==> src/rtl/wb_register_file_pkg.sv <==
// Shared constants for the write-back register file and its pending-write scoreboard.
// Register index 0 is hardwired: never stored, never tracked.
package wb_register_file_pkg;
  localparam int DEF_DATA_W = 32;
  localparam int DEF_ADDR_W = 5;
  localparam int DEF_PEND_W = 2;

  localparam logic [4:0] REG_ZERO = 5'd0;
endpackage

==> src/rtl/wb_register_file_if.sv <==
// WB-stage write port plus ID-stage read/issue port of the register file.
// The master side is the pipeline, the slave side is the register file.
interface wb_register_file_if
  import wb_register_file_pkg::*;
#(
  parameter int DATA_W = DEF_DATA_W,
  parameter int ADDR_W = DEF_ADDR_W
);
  logic [ADDR_W-1:0] WriteAddr;
  logic [DATA_W-1:0] WriteData;
  logic              RegWriteSignal;
  logic [ADDR_W-1:0] ReadAddrA;
  logic [ADDR_W-1:0] ReadAddrB;
  logic              UseA;
  logic              UseB;
  logic              IssueValid;
  logic              IssueWritesReg;
  logic [ADDR_W-1:0] IssueDest;
  logic [DATA_W-1:0] ReadDataA;
  logic [DATA_W-1:0] ReadDataB;
  logic              Stall;
  logic              RetireUnderflow;

  modport master (
    output WriteAddr, WriteData, RegWriteSignal,
    output ReadAddrA, ReadAddrB, UseA, UseB,
    output IssueValid, IssueWritesReg, IssueDest,
    input  ReadDataA, ReadDataB, Stall, RetireUnderflow
  );

  modport slave (
    input  WriteAddr, WriteData, RegWriteSignal,
    input  ReadAddrA, ReadAddrB, UseA, UseB,
    input  IssueValid, IssueWritesReg, IssueDest,
    output ReadDataA, ReadDataB, Stall, RetireUnderflow
  );
endinterface

==> src/rtl/wb_pending_scoreboard.sv <==
// Per-register pending-write counters; combinational stall (RAW hazard or counter saturation).
// Counters and the sticky underflow flag update on the clock edge; a same-cycle retire lifts the stall.
module wb_pending_scoreboard
  import wb_register_file_pkg::*;
#(
  parameter int ADDR_W = DEF_ADDR_W,
  parameter int PEND_W = DEF_PEND_W
) (
  input  logic              clk,
  input  logic              rst_n,
  input  logic              issue_vld,
  input  logic              issue_writes_reg,
  input  logic [ADDR_W-1:0] issue_dest,
  input  logic              ret_vld,
  input  logic [ADDR_W-1:0] ret_addr,
  input  logic [ADDR_W-1:0] rd_addr_a,
  input  logic [ADDR_W-1:0] rd_addr_b,
  input  logic              use_a,
  input  logic              use_b,
  output logic              stall,
  output logic              underflow
);
  localparam int NREG = 2 ** ADDR_W;
  localparam logic [PEND_W-1:0] PEND_MAX = '1;
  localparam logic [PEND_W-1:0] PEND_ONE = PEND_W'(1);
  localparam logic [ADDR_W-1:0] ZERO = ADDR_W'(REG_ZERO);

  logic [PEND_W-1:0] pend_q [NREG];
  logic [PEND_W-1:0] pend_d [NREG];
  logic              underflow_q;
  logic              underflow_d;

  logic              ret_live;
  logic              issue_live;
  logic              hazard_a;
  logic              hazard_b;
  logic              saturate;
  logic              accept;
  logic [NREG-1:0]   inc_vec;
  logic [NREG-1:0]   dec_vec;

  // A source whose only outstanding write retires this cycle is served by the bypass.
  always_comb begin
    ret_live   = ret_vld && (ret_addr != ZERO);
    issue_live = issue_writes_reg && (issue_dest != ZERO);
    hazard_a   = use_a && (rd_addr_a != ZERO) && (pend_q[rd_addr_a] != '0)
                 && !(ret_live && (ret_addr == rd_addr_a) && (pend_q[rd_addr_a] == PEND_ONE));
    hazard_b   = use_b && (rd_addr_b != ZERO) && (pend_q[rd_addr_b] != '0)
                 && !(ret_live && (ret_addr == rd_addr_b) && (pend_q[rd_addr_b] == PEND_ONE));
    saturate   = issue_live && (pend_q[issue_dest] == PEND_MAX)
                 && !(ret_live && (ret_addr == issue_dest));
    stall      = issue_vld && (hazard_a || hazard_b || saturate);
    accept     = issue_vld && !stall && issue_live;
    inc_vec    = '0;
    dec_vec    = '0;
    if (accept)   inc_vec[issue_dest] = 1'b1;
    if (ret_live) dec_vec[ret_addr]   = 1'b1;
  end

  always_comb begin
    pend_d      = pend_q;
    underflow_d = underflow_q;
    for (int r = 1; r < NREG; r++) begin
      if (dec_vec[r] && (pend_q[r] == '0)) underflow_d = 1'b1;
      case ({inc_vec[r], dec_vec[r]})
        2'b10:   pend_d[r] = pend_q[r] + PEND_ONE;
        2'b01:   if (pend_q[r] != '0) pend_d[r] = pend_q[r] - PEND_ONE;
        default: pend_d[r] = pend_q[r];
      endcase
    end
    pend_d[0] = '0;
  end

  always_ff @(posedge clk or negedge rst_n) begin
    if (!rst_n) begin
      for (int r = 0; r < NREG; r++) pend_q[r] <= '0;
      underflow_q <= 1'b0;
    end else begin
      pend_q      <= pend_d;
      underflow_q <= underflow_d;
    end
  end

  assign underflow = underflow_q;
endmodule

==> src/rtl/wb_register_file.sv <==
// 32x32 register file: 1-edge write from WB, combinational reads with same-cycle write bypass.
// ID is held via Stall from the pending-write scoreboard; the WB side is never back-pressured.
module wb_register_file
  import wb_register_file_pkg::*;
#(
  parameter int DATA_W = DEF_DATA_W,
  parameter int ADDR_W = DEF_ADDR_W,
  parameter int PEND_W = DEF_PEND_W
) (
  input  logic              ClockInput,
  input  logic              ResetInputN,
  wb_register_file_if.slave bus
);
  localparam int NREG = 2 ** ADDR_W;
  localparam logic [ADDR_W-1:0] ZERO = ADDR_W'(REG_ZERO);

  logic [DATA_W-1:0] mem_q [NREG];
  logic [DATA_W-1:0] mem_d [NREG];
  logic              wr_live;

  assign wr_live = bus.RegWriteSignal && (bus.WriteAddr != ZERO);

  always_comb begin
    mem_d = mem_q;
    if (wr_live) mem_d[bus.WriteAddr] = bus.WriteData;
  end

  always_ff @(posedge ClockInput or negedge ResetInputN) begin
    if (!ResetInputN) begin
      for (int r = 0; r < NREG; r++) mem_q[r] <= '0;
    end else begin
      mem_q <= mem_d;
    end
  end

  // Entry 0 is never written, so the plain array read already returns 0 for it.
  assign bus.ReadDataA = (wr_live && (bus.WriteAddr == bus.ReadAddrA)) ? bus.WriteData
                                                                       : mem_q[bus.ReadAddrA];
  assign bus.ReadDataB = (wr_live && (bus.WriteAddr == bus.ReadAddrB)) ? bus.WriteData
                                                                       : mem_q[bus.ReadAddrB];

  wb_pending_scoreboard #(
    .ADDR_W (ADDR_W),
    .PEND_W (PEND_W)
  ) u_scoreboard (
    .clk              (ClockInput),
    .rst_n            (ResetInputN),
    .issue_vld        (bus.IssueValid),
    .issue_writes_reg (bus.IssueWritesReg),
    .issue_dest       (bus.IssueDest),
    .ret_vld          (bus.RegWriteSignal),
    .ret_addr         (bus.WriteAddr),
    .rd_addr_a        (bus.ReadAddrA),
    .rd_addr_b        (bus.ReadAddrB),
    .use_a            (bus.UseA),
    .use_b            (bus.UseB),
    .stall            (bus.Stall),
    .underflow        (bus.RetireUnderflow)
  );
endmodule

==> src/flat_wrapper.sv <==
// flat-port wrapper written by rule: the top's interface ports become plain ports
module wb_register_file_flat import wb_register_file_pkg::*;
#(
  parameter int DATA_W = DEF_DATA_W,
  parameter int ADDR_W = DEF_ADDR_W,
  parameter int PEND_W = DEF_PEND_W
)
  (ClockInput, ResetInputN, bus_WriteAddr, bus_WriteData, bus_RegWriteSignal, bus_ReadAddrA, bus_ReadAddrB, bus_UseA, bus_UseB, bus_IssueValid, bus_IssueWritesReg, bus_IssueDest, bus_ReadDataA, bus_ReadDataB, bus_Stall, bus_RetireUnderflow);
  wb_register_file_if #(.DATA_W(DATA_W), .ADDR_W(ADDR_W)) bus_i ();
  input  logic ClockInput;
  input  logic ResetInputN;
  input wire logic [$bits(bus_i.WriteAddr)-1:0] bus_WriteAddr;
  input wire logic [$bits(bus_i.WriteData)-1:0] bus_WriteData;
  input wire logic [$bits(bus_i.RegWriteSignal)-1:0] bus_RegWriteSignal;
  input wire logic [$bits(bus_i.ReadAddrA)-1:0] bus_ReadAddrA;
  input wire logic [$bits(bus_i.ReadAddrB)-1:0] bus_ReadAddrB;
  input wire logic [$bits(bus_i.UseA)-1:0] bus_UseA;
  input wire logic [$bits(bus_i.UseB)-1:0] bus_UseB;
  input wire logic [$bits(bus_i.IssueValid)-1:0] bus_IssueValid;
  input wire logic [$bits(bus_i.IssueWritesReg)-1:0] bus_IssueWritesReg;
  input wire logic [$bits(bus_i.IssueDest)-1:0] bus_IssueDest;
  output wire logic [$bits(bus_i.ReadDataA)-1:0] bus_ReadDataA;
  output wire logic [$bits(bus_i.ReadDataB)-1:0] bus_ReadDataB;
  output wire logic [$bits(bus_i.Stall)-1:0] bus_Stall;
  output wire logic [$bits(bus_i.RetireUnderflow)-1:0] bus_RetireUnderflow;
  assign bus_i.WriteAddr = bus_WriteAddr;
  assign bus_i.WriteData = bus_WriteData;
  assign bus_i.RegWriteSignal = bus_RegWriteSignal;
  assign bus_i.ReadAddrA = bus_ReadAddrA;
  assign bus_i.ReadAddrB = bus_ReadAddrB;
  assign bus_i.UseA = bus_UseA;
  assign bus_i.UseB = bus_UseB;
  assign bus_i.IssueValid = bus_IssueValid;
  assign bus_i.IssueWritesReg = bus_IssueWritesReg;
  assign bus_i.IssueDest = bus_IssueDest;
  assign bus_ReadDataA = bus_i.ReadDataA;
  assign bus_ReadDataB = bus_i.ReadDataB;
  assign bus_Stall = bus_i.Stall;
  assign bus_RetireUnderflow = bus_i.RetireUnderflow;
  wb_register_file #(.DATA_W(DATA_W), .ADDR_W(ADDR_W), .PEND_W(PEND_W)) u_core (.ClockInput(ClockInput), .ResetInputN(ResetInputN), .bus(bus_i));
endmodule
==> config.mk <==
export PLATFORM = sky130hd
export DESIGN_NAME = wb_register_file_flat
export DESIGN_NICKNAME = d
export VERILOG_FILES = /design/src/rtl/wb_register_file_pkg.sv /design/src/rtl/wb_register_file_if.sv /design/src/rtl/wb_pending_scoreboard.sv /design/src/rtl/wb_register_file.sv /design/src/flat_wrapper.sv
export SDC_FILE = /design/constraint.sdc
export NUM_CORES = 2
export LEC_CHECK = 0
export ABC_AREA = 1
export CORE_MARGIN = 1
export CORE_UTILIZATION = 47
export CTS_CLUSTER_DIAMETER = 60
export CTS_CLUSTER_SIZE = 24
export DETAILED_ROUTE_END_ITERATION = 10
export PLACE_DENSITY = 0.66
export SETUP_SLACK_MARGIN = 0.2
export SLEW_MARGIN = 25
export SYNTH_ARGS = -nofsm -noshare
export SYNTH_HDL_FRONTEND = slang
export SYNTH_SLANG_ARGS = --single-unit
==> constraint.sdc <==
create_clock -name ClockInput -period 2.6 [get_ports ClockInput]
set_input_delay 0.52 -clock ClockInput [delete_from_list [all_inputs] [get_ports ClockInput]]
set_output_delay 0.52 -clock ClockInput [all_outputs]
set_load 0.02 [all_outputs]
==> images/layer_met3.png <==
(1 px per µm) Cells faint in the background.
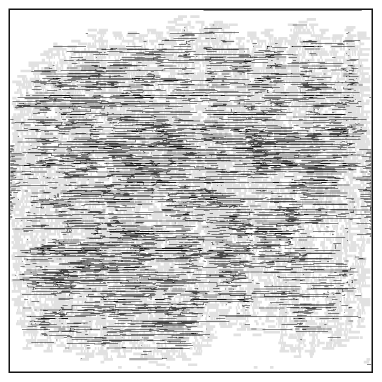
The wires run mostly horizontal. The layer carries 42.0 mm of wire. The longest straight run is 158 µm. 1378 nets have wire on it.
final wirelength: 286000 µm
vias: 68530
GR Util met3: 0.125

==> images/wires.png <==
(1 px per µm)
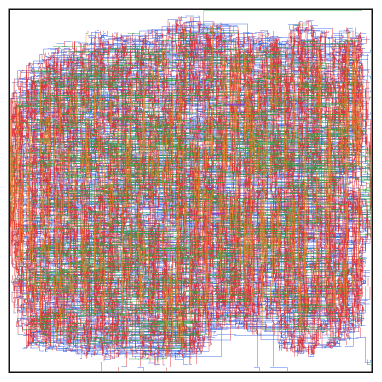
metal 4: drawn in orange, wire length 20000 µm. metal 1: drawn in blue, wire length 105 mm. metal 3: drawn in green, wire length 42.0 mm. metal 2: drawn in red, wire length 119 mm. metal 5: drawn in purple, wire length 28.5 µm.

==> images/clk_routes.png <==
(1 px per µm)
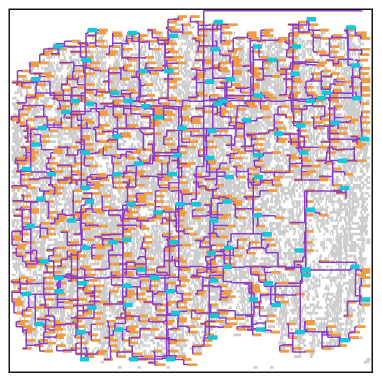
clock wires: drawn in purple, length 15000 µm. flip-flops: drawn in orange, count 1087. clock drivers: drawn in cyan, count 110.
There are 111 routed clock nets.

==> results.toml <==
# synthesis and place-and-route metrics
[run_status]
outcome = "finished with violations"
violations = "negative setup slack"

[critical_path]
arrival_ps = 2630
path_max_fanout = 7
cp-start-kind = "input port"
endpoint = "bus_ReadDataB[22]"
critPathLaunch = "bus_ReadAddrB[0]"
crit_path_frequent_cell = "buf_12"
path_class = "in -> out"
cpMaxStageDelayCell = "o211ai_1"
path_depth = 15
r2r_cells = 18
end_kind = "output pin"
cp_top_family = "buffers and inverters"
regToRegSetupSlack_ps = 170
critPathRequiredTime_ps = 2080

[finish]
mostFrequentLayoutCells = "nand2_1 (1762), o21ai_0 (1449), dfrtp_1 (1082)"
clk_share = 0.0477
final-seq-area_mm2 = 0.0272
largest_class = "multi-input combinational cells"
fin_area_mm2 = 0.0820
antenna_cells = 6
clock_buffers = 126
drive_above_1_share = 0.219
top_register = "u_core.mem_q"
largest_reg_flops = 1024
layout_top_cell = "nand2_1"
combGateArea_mm2 = 0.0307
fin_cells = 10611
syn_to_final_growth_pct = 34.9
comb_cells = 5736
sh_comb_area = 0.375
nets = 8910
layout.nonclk_buf_frac = 0.188

[sta]
hold_slack_ps = 280
slew_headroom = 0.544
worst-slew-pin-transition_ps = 684
drv_slew = 0
setup_slack_ps = -546
clock.fmax_mhz = 318
tns_ps = -20750
rsz0062_at_grt = "true"
fin_skew_ps = 38.1
post-route-period-util = 1.21
finalSetupViolCount = 65
min_period_ps = 3150

[floorplan]
row_count = 131
taps = 1662
fp_util = 0.475
die_w_um = 362
fp.dieH_um = 362
ios = 125

[global_routing]
antenna_found_initial = 6
grt_pass1_wl_um = 410000
met1_usage = 0.554
gr-total-overflow = 0

[run]
tool_warnings = 33
maxCapViolCount = 0

[routing]
wl_met3_um = 42000
first_pass_iters = 10
ant_nets = 0
topRoutingLayerUsed = "met5"
wl_met2_um = 119000
viasPerCell = 6.46
wl_met1_um = 105000
drc = 0

[placed_design]
dp_hpwl_um = 170000
dp.cells = 10120
place_congestion = 0.985
port_buffers = 124

[power_and_ir_drop]
p_per_area_mw_per_mm2 = 670
combPwrFrac = 0.266
ir_drop_mv = 0.627
seqPwrFrac = 0.412
power_frac_clock = 0.322
p_int_mw = 35.9
power_mw = 54.9
pg_clk_mw = 17.7
p_leak_nw = 36.9
p_sw_frac = 0.347

[synth]
yosys.area_share.aoi = 0.277
ys_cells = 8281
ys.flops = 1087
synth_top_area_share = 0.448
top_logic_kind = "AND-OR/OR-AND gates"
synth_area_per_cell_um2 = 7.34
postSynthSeqShare = 0.448
syn_nets = 8340
flop_cell = "dfrtp_1"
top_cells_by_count = "nand2_1 (1788), o21ai_0 (1769), dfrtp_1 (1087), inv_1 (650)"
synthesis.area_mm2 = 0.0608
edf_count = 0
synthArstFlopShare = 1.00
xor_share = 0.00130
mux_share = 0
ys_area_mm2 = 0.0608
most_common_cell = "nand2_1"
yosysUniqueCellTypes = 39
ys_sh_simple = 0.181

[clock_tree]
h-tree-depth = 3
cts_root_buffer = "clkbuf_16"
cts_resized = 889
cts_buffer_depth = 3
clk_pin_slew_ps = 70
clk_latency_ps = 760
==> images/flops_by_reg.png <==
(1 px per µm)
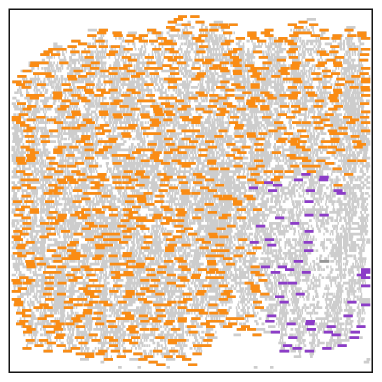
u_core.u_scoreboard.pend_q: drawn in purple, placed flops 62. u_core.mem_q: drawn in orange, placed flops 1024, where widely spread.
Another 1 sequential cells are not colored.
sequential share of cell area: 0.332
Final Util: 0.641

==> images/congestion.png <==
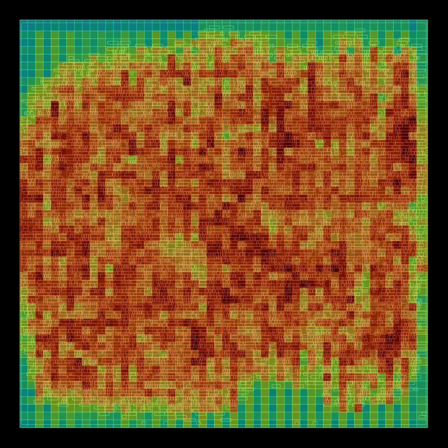
gr usage total: 0.417
most used routing layer: met2
met2 usage: 0.599
WL/cell: 27.0 µm

